File: src/rtl/regfile.sv
// Two-read, one-write architectural register file; x0 is hardwired to zero.
// Optional macro REGFILE_BYPASS_EN forwards same-cycle write data to the read ports.
module regfile #(
    parameter int XLEN  = 32,
    parameter int NREGS = 32,
    parameter int AW    = $clog2(NREGS)
) (
    input  logic            clk,
    input  logic            rst_n,
    input  logic            we,
    input  logic [AW-1:0]   rs1,
    input  logic [AW-1:0]   rs2,
    input  logic [AW-1:0]   rd,
    input  logic [XLEN-1:0] wd,
    output logic [XLEN-1:0] rd1,
    output logic [XLEN-1:0] rd2
);

    logic [XLEN-1:0] regs [NREGS];
    logic            wr_ok;

    // x0 is never written, so its storage stays at the reset value of zero.
    assign wr_ok = we && (rd != '0);

    always_ff @(posedge clk or negedge rst_n) begin
        if (!rst_n) begin
            for (int i = 0; i < NREGS; i++) begin
                regs[i] <= '0;
            end
        end else if (wr_ok) begin
            regs[rd] <= wd;
        end
    end

`ifdef REGFILE_BYPASS_EN
    // Forwarding is suppressed during reset so reads stay zero while rst_n is low.
    always_comb begin
        rd1 = '0;
        if (rs1 != '0) begin
            if (rst_n && wr_ok && (rs1 == rd)) rd1 = wd;
            else                               rd1 = regs[rs1];
        end
    end

    always_comb begin
        rd2 = '0;
        if (rs2 != '0) begin
            if (rst_n && wr_ok && (rs2 == rd)) rd2 = wd;
            else                               rd2 = regs[rs2];
        end
    end
`else
    always_comb begin
        rd1 = '0;
        if (rs1 != '0) rd1 = regs[rs1];
    end

    always_comb begin
        rd2 = '0;
        if (rs2 != '0) rd2 = regs[rs2];
    end
`endif

endmodule

File: config.mk
export PLATFORM = sky130hd
export DESIGN_NAME = regfile
export DESIGN_NICKNAME = d
export VERILOG_FILES = /design/src/rtl/regfile.sv
export SDC_FILE = /design/constraint.sdc
export NUM_CORES = 2
export LEC_CHECK = 0
export CAP_MARGIN = 40
export CORE_ASPECT_RATIO = 0.8
export CORE_MARGIN = 8
export CORE_UTILIZATION = 30
export CTS_CLUSTER_SIZE = 30
export DETAILED_ROUTE_END_ITERATION = 7
export PLACE_DENSITY_LB_ADDON = 0.25
export SYNTH_ARGS = -nofsm -noshare
export SYNTH_HDL_FRONTEND = slang
export SYNTH_SLANG_ARGS = --single-unit
File: constraint.sdc
create_clock -name clk -period 6.65 [get_ports clk]
set_input_delay 1.33 -clock clk [delete_from_list [all_inputs] [get_ports clk]]
set_output_delay 1.33 -clock clk [all_outputs]
set_load 0.005 [all_outputs]
**Port wiring**

Bar = 100 um.
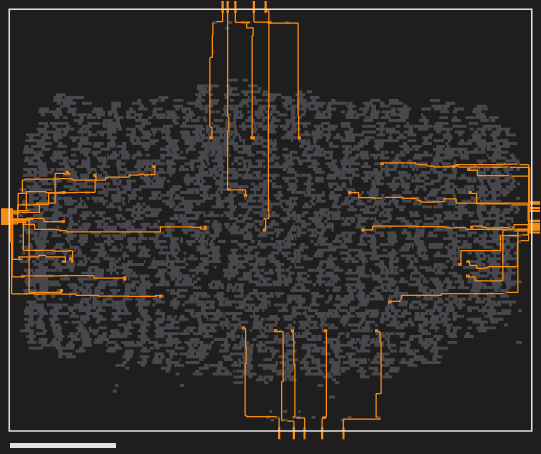
orange -> rd2  # bits 32, direction output, edge 11 left, 11 right, 5 top, 5 bottom, end cells 32, buffers 37, wire 4330 um
number of top-level pins: 114
quantity of I/O buffers inserted on ports: 113

**Clock network drawn from the DEF**

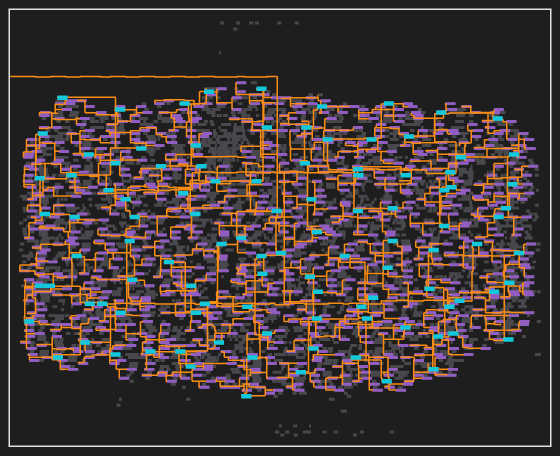
orange -> clock wires  # length 15200 um
purple -> flip-flops  # count 1024
cyan -> clock-net drivers  # count 105
routed clock nets = 106
clock latency on the worst-skew pair: 0.72 ns
Clk power: 6.26 mW

**Track usage over the die**

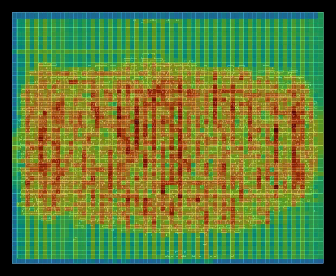
global-route track usage on met2: 31.0%
All-Layer GR Usage: 19.7%
met1 Use GR: 27.8%
met3 GRT Util: 3.78%

**Placement by cell class**

Fill, decap, tap and diode cells in grey.
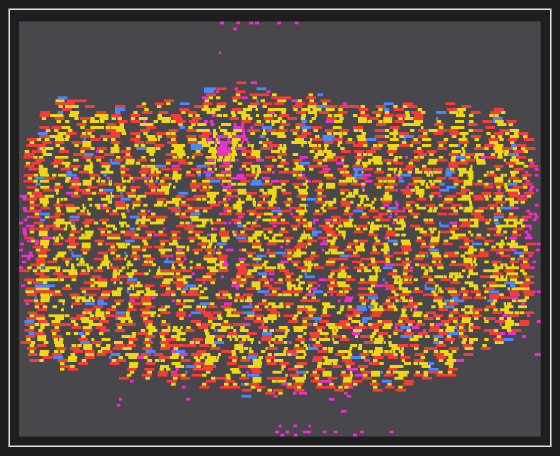
red -> registers  # cells 1024, share of their area 43%
blue -> clock drivers and dummy loads  # cells 197, share of their area 6.0%
yellow -> remaining logic cells  # cells 2165, share of their area 45%
magenta -> remaining buffers and delay cells  # cells 308, share of their area 5.9%
post-route cell area: 62800 um^2
floorplan core area: 180000 um^2

**Signal wires on met1**

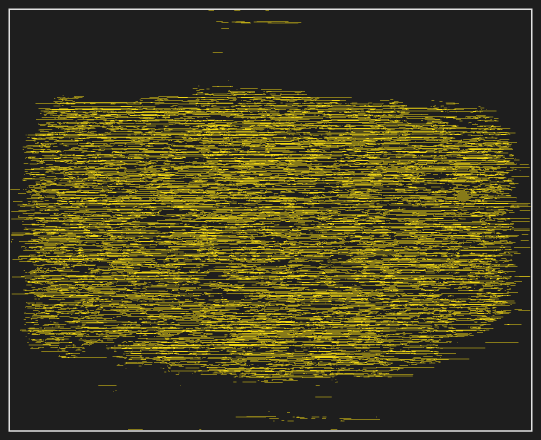
longest straight run = 131 um
nets with wire on the layer = 3477
wire length on this layer = 87.7 mm
main direction = horizontal
routed wire length: 195000 um
via count: 34852

==> flow_summary.html <==
<h3>Flow metrics</h3>
<table>
<tr><th>Metric</th><th>Value</th></tr>
<tr><th colspan="2">Synthesis</th></tr>
<tr><td>Average instance area after synthesis</td><td>15.0 um^2</td></tr>
<tr><td>Yosys synthesis warning count</td><td>0</td></tr>
<tr><td>Top cell area share</td><td>47.1%</td></tr>
<tr><td>Async SR Flop Fraction</td><td>100%</td></tr>
<tr><td>Basic Gates by Area</td><td>1.61%</td></tr>
<tr><td>Post-Synthesis Net Count</td><td>3671</td></tr>
<tr><td>Area of the mapped netlist</td><td>54400 um^2</td></tr>
<tr><td>Yosys-reported design area after synthesis</td><td>54400 um^2</td></tr>
<tr><th colspan="2">Clock network</th></tr>
<tr><td>Number of hold buffers added after CTS</td><td>0</td></tr>
<tr><td>Setup Fix Bufs, Post-CTS</td><td>0</td></tr>
<tr><td>Deepest level of the CTS H-tree</td><td>3</td></tr>
<tr><th colspan="2">Worst setup path</th></tr>
<tr><td>Number of buffer and inverter stages on the critical path</td><td>3</td></tr>
<tr><td>Crit path required time</td><td>5.32 ns</td></tr>
<tr><td>Flop-to-flop setup slack</td><td>5.84 ns</td></tr>
<tr><th colspan="2">Route</th></tr>
<tr><td>Ratio of routed vias to standard cells</td><td>5.72</td></tr>
<tr><td>DRC violation total after the first TritonRoute iteration</td><td>3142</td></tr>
<tr><th colspan="2">Global route</th></tr>
<tr><td>Total congestion overflow after global routing</td><td>0</td></tr>
<tr><td>Pin count of the biggest net entering global routing</td><td>145</td></tr>
<tr><th colspan="2">STA</th></tr>
<tr><td>Max Clock Skew</td><td>0 ns</td></tr>
<tr><td>Worst-margin pin slew</td><td>0.963 ns</td></tr>
<tr><td>Setup repair after global routing missed its margin</td><td>no</td></tr>
<tr><th colspan="2">Final layout</th></tr>
<tr><td>Final clock-cell share</td><td>5.69%</td></tr>
<tr><td>Reg with most FFs</td><td>regs</td></tr>
<tr><td>Final sequential cell count</td><td>1024</td></tr>
<tr><td>Comb/total area</td><td>43.0%</td></tr>
<tr><td>Final non-clock buffer share</td><td>5.66%</td></tr>
<tr><td>Post-route insts no fill</td><td>6095</td></tr>
<tr><td>Number of filler instances in the final layout</td><td>17206</td></tr>
<tr><th colspan="2">Outcome</th></tr>
<tr><td>Status</td><td>finished, final reports clean</td></tr>
<tr><th colspan="2">Min path</th></tr>
<tr><td>Hold Path Stages</td><td>0</td></tr>
<tr><th colspan="2">Power and ir drop</th></tr>
<tr><td>Total Power</td><td>18.3 mW</td></tr>
<tr><td>Design internal power</td><td>13.3 mW</td></tr>
</table>
metal layers:
metal / up-vias / share of wire, % / GRT usage, %
li1: 14071 / - / -
met1: 19302 / 45 / 27.8
met2: 1166 / 46 / 31.0
met3: 307 / 5.9 / 3.78
met4: 6 / 3.2 / 5.54
met5: - / 0.023 / 0
power groups by stage:
stage,Combinational [mW],Clock [mW],Sequential (mW)
after floorplan,2.73,0,8.05
after global placement,3.75,0,8.29
after detailed placement,3.84,0,8.34
after CTS,3.86,6.40,8.23
after global routing,4.08,6.66,8.43
final,3.82,6.26,8.27
Power and IR drop assume default switching activity.
